<file path="src/rtl/ctrl_input_conditioner.sv">
// Synchronizes and debounces a raw 1-bit control input into a clean level with
// single-cycle rise/fall strobes and a saturating count of rejected transitions.
module ctrl_input_conditioner #(
  parameter int DEBOUNCE_CYCLES = 1000,
  parameter int CNT_W           = 16,
  parameter int GLITCH_W        = 8
) (
  input  logic                clk,
  input  logic                reset,
  input  logic                raw_in,
  input  logic                glitch_clr,
  output logic                a_out,
  output logic                rise,
  output logic                fall,
  output logic [GLITCH_W-1:0] glitch_count
);

  typedef enum logic [1:0] {
    STABLE_LOW  = 2'd0,
    CHK_HIGH    = 2'd1,
    STABLE_HIGH = 2'd2,
    CHK_LOW     = 2'd3
  } state_t;

  localparam logic [CNT_W-1:0]    LP_LAST = CNT_W'(DEBOUNCE_CYCLES - 1);
  localparam logic [CNT_W-1:0]    LP_ONE  = CNT_W'(1);
  localparam logic [GLITCH_W-1:0] LP_GMAX = '1;

  logic                r_sync1;
  logic                r_s;
  state_t              r_state;
  logic [CNT_W-1:0]    r_cnt;
  logic                r_a;
  logic                r_rise;
  logic                r_fall;
  logic [GLITCH_W-1:0] r_glitch;
  logic                w_abort;

  // Two-flop synchronizer; only r_s is consumed below.
  always_ff @(posedge clk or negedge reset) begin
    if (!reset) begin
      r_sync1 <= 1'b0;
      r_s     <= 1'b0;
    end else begin
      r_sync1 <= raw_in;
      r_s     <= r_sync1;
    end
  end

  assign w_abort = ((r_state == CHK_HIGH) && !r_s) || ((r_state == CHK_LOW) && r_s);

  always_ff @(posedge clk or negedge reset) begin
    if (!reset) begin
      r_state <= STABLE_LOW;
      r_cnt   <= '0;
      r_a     <= 1'b0;
      r_rise  <= 1'b0;
      r_fall  <= 1'b0;
    end else begin
      r_rise <= 1'b0;
      r_fall <= 1'b0;
      case (r_state)
        STABLE_LOW: begin
          if (r_s) begin
            r_state <= CHK_HIGH;
            r_cnt   <= LP_ONE;
          end
        end
        CHK_HIGH: begin
          if (!r_s) begin
            r_state <= STABLE_LOW;
          end else if (r_cnt == LP_LAST) begin
            r_state <= STABLE_HIGH;
            r_a     <= 1'b1;
            r_rise  <= 1'b1;
          end else begin
            r_cnt <= r_cnt + LP_ONE;
          end
        end
        STABLE_HIGH: begin
          if (!r_s) begin
            r_state <= CHK_LOW;
            r_cnt   <= LP_ONE;
          end
        end
        CHK_LOW: begin
          if (r_s) begin
            r_state <= STABLE_HIGH;
          end else if (r_cnt == LP_LAST) begin
            r_state <= STABLE_LOW;
            r_a     <= 1'b0;
            r_fall  <= 1'b1;
          end else begin
            r_cnt <= r_cnt + LP_ONE;
          end
        end
        default: r_state <= STABLE_LOW;
      endcase
    end
  end

  // Clear takes priority over a coincident abort; count holds at all-ones.
  always_ff @(posedge clk or negedge reset) begin
    if (!reset) begin
      r_glitch <= '0;
    end else if (glitch_clr) begin
      r_glitch <= '0;
    end else if (w_abort && (r_glitch != LP_GMAX)) begin
      r_glitch <= r_glitch + GLITCH_W'(1);
    end
  end

  assign a_out        = r_a;
  assign rise         = r_rise;
  assign fall         = r_fall;
  assign glitch_count = r_glitch;

endmodule

</file>
<file path="config.mk">
export PLATFORM = sky130hd
export DESIGN_NAME = ctrl_input_conditioner
export DESIGN_NICKNAME = d
export VERILOG_FILES = /design/src/rtl/ctrl_input_conditioner.sv
export SDC_FILE = /design/constraint.sdc
export NUM_CORES = 1
export LEC_CHECK = 0
export ABC_AREA = 1
export CAP_MARGIN = 20
export CORE_AREA = 2 2 80 82
export DETAILED_ROUTE_END_ITERATION = 7
export DIE_AREA = 0 0 82 84
export RECOVER_POWER = 25
export SLEW_MARGIN = 20
export SYNTH_ARGS = -nofsm -noshare
export SYNTH_HDL_FRONTEND = slang
export SYNTH_SLANG_ARGS = --single-unit
</file>
<file path="constraint.sdc">
create_clock -name clk -period 1.9 [get_ports clk]
set_input_delay 0.38 -clock clk [delete_from_list [all_inputs] [get_ports clk]]
set_output_delay 0.38 -clock clk [all_outputs]
set_load 0.1 [all_outputs]
</file>
==> run summary, run 1 <==
run metrics: outcome completed, P_int roughly 0.99 mW, critical path's slowest cell dfrtp_1, syn_nets 246, Async SR Flop Fraction 100%, tap cells around 77, routing usage on met2 about a fifth, CP endpoint r_cnt[3], first-iteration detailed-routing DRC count 109, logic gate share of total power approximately a tenth, most numerous logic cell after layout nand2_1, sequential share of power 51.6%, Yosys cell types 23, Logic area between 800 and 900 um^2, tool warnings 26, share of layout cells above drive strength 1 approximately an eighth, max FFs per register 16, Worst Setup End Kind flip-flop, sequential cell area 778 um^2, r2r startpoint r_cnt[0], Worst path depth 9, r2r endpoint r_cnt[3], Setup TNS 0 ns, Top-area cell share between 40% and 50%, non-clk buf share approximately a tenth, area fraction in mux cells 0%, synth warn 0, Yosys Instances about 240, clock skew 0.0105 ns, largest net degree at the start of global routing 32, dpl ws about 0.17 ns, Seq/total area 36.3%, Max Buffers Root-to-Sink 2, worst skew pair latency 0.29 ns, aoi share about 7.9%, NetSw a little under 0.4 mW, hold_sp r_sync1, Inverters 21
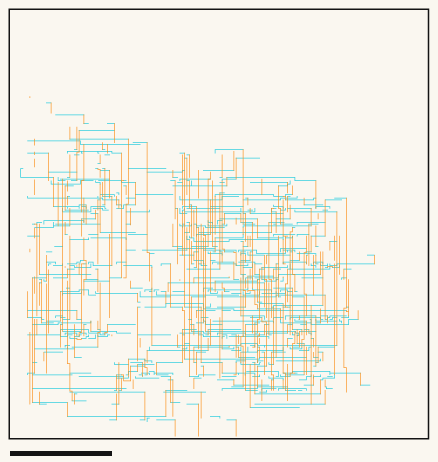
(run_1/layers.png)
Scale bar: 20 um. Only two layers are drawn.
[orange] M2 | wire length: 1850 um
[cyan] M1 | wire length: 1830 um

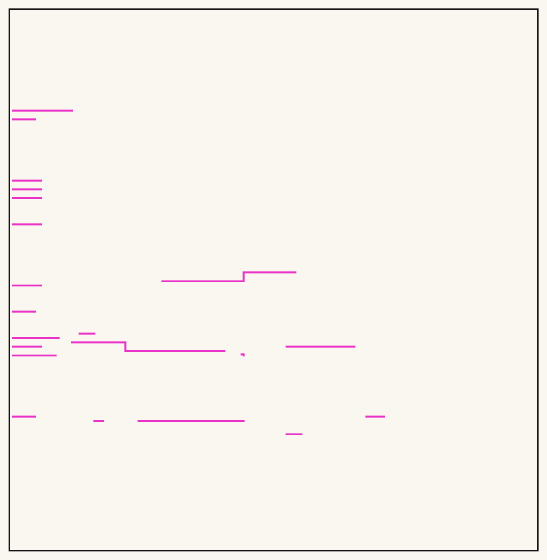
(run_1/m3.png)
share of all routed wire: 3.7%
longest straight run: 16.3 um
main direction: horizontal
nets with wire on the layer: 17
wire length on this layer: 143 um

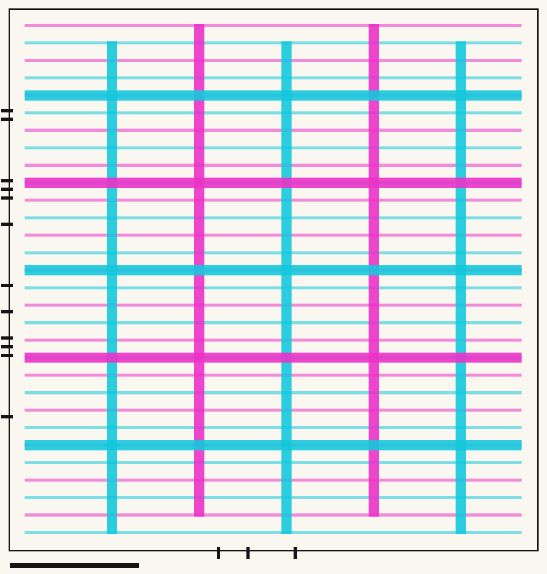
(run_1/floorplan.png)
Scale bar: 20 um. Pins as bars on the die edge.
[magenta] VDD
[cyan] VSS
met4 straps: 5
met5 straps: 5
rows: 29
met1 rails: 30
signal pins: 15
Peak VDD IR: 0.000300 V
Core Box Area: 6100 um^2
die width: 82 um
Die Height: 84 um

==> run_1/clock_nets.png <==
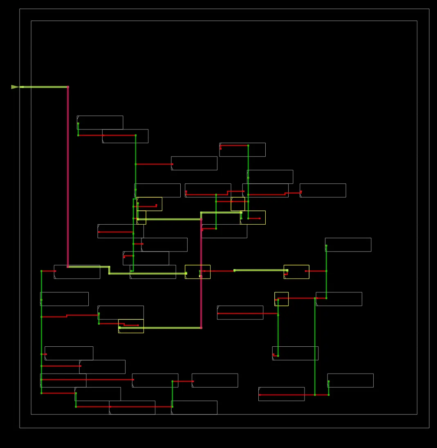

## Run 2: what changed since run 1
clock period = 1.4 ns   (was 1.9 ns; I/O delays follow)
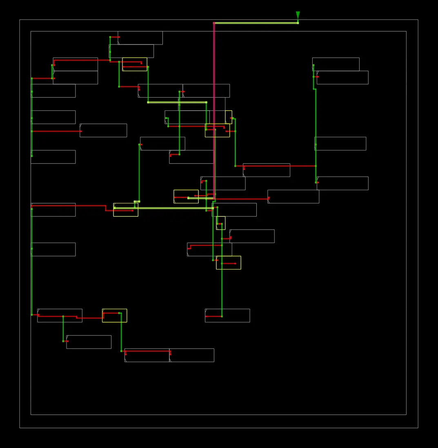
(run_2/clock_nets.png)
CTS sink count: 31
FF+latch count: 31
clock skew: 0.00970 ns
CTS Buf Count: 5

==> run 2 against run 1 <==
Cell area rose by 21%; critical endpoint unchanged; non-clock buffer count rose by 22; wire length rose by 14%; area after synthesis did not move; global-route usage rose by 0.37 points; via count rose by 9.5%; clock skew fell by 0.00082 ns; fmax rose by 19%; clock power rose by about 40%; sequential share of layout area fell by 5.5 points; largest cell class unchanged.
==> run summary, run 2 <==
run metrics: Worst Setup End Kind flip-flop (unchanged), Setup TNS 0 ns (unchanged), Peak VDD IR 0.000525 V (was 0.000300 V), aoi share 7.85% (unchanged), sequential share of power 47.4% (was 51.6%), NetSw 0.551 mW (was 0.395 mW), hold_sp r_sync1 (unchanged), r2r endpoint r_cnt[3] (unchanged), most numerous logic cell after layout nand2_1 (unchanged), first-iteration detailed-routing DRC count 87 (was 109), logic gate share of total power 16.2% (was 10.4%), Yosys Instances 240 (unchanged), dpl ws -0.0265 ns (was 0.170 ns), Yosys cell types 23 (unchanged), synth warn 0 (unchanged), tool warnings 28 (was 26), Async SR Flop Fraction 100% (unchanged), Inverters 22 (was 21), share of layout cells above drive strength 1 32.0% (was 13.0%), outcome completed (unchanged), Worst path depth 10 (was 9), Top-area cell share 44.3% (unchanged), Core Box Area 6100 um^2 (unchanged)
Power and IR drop assume default switching activity.
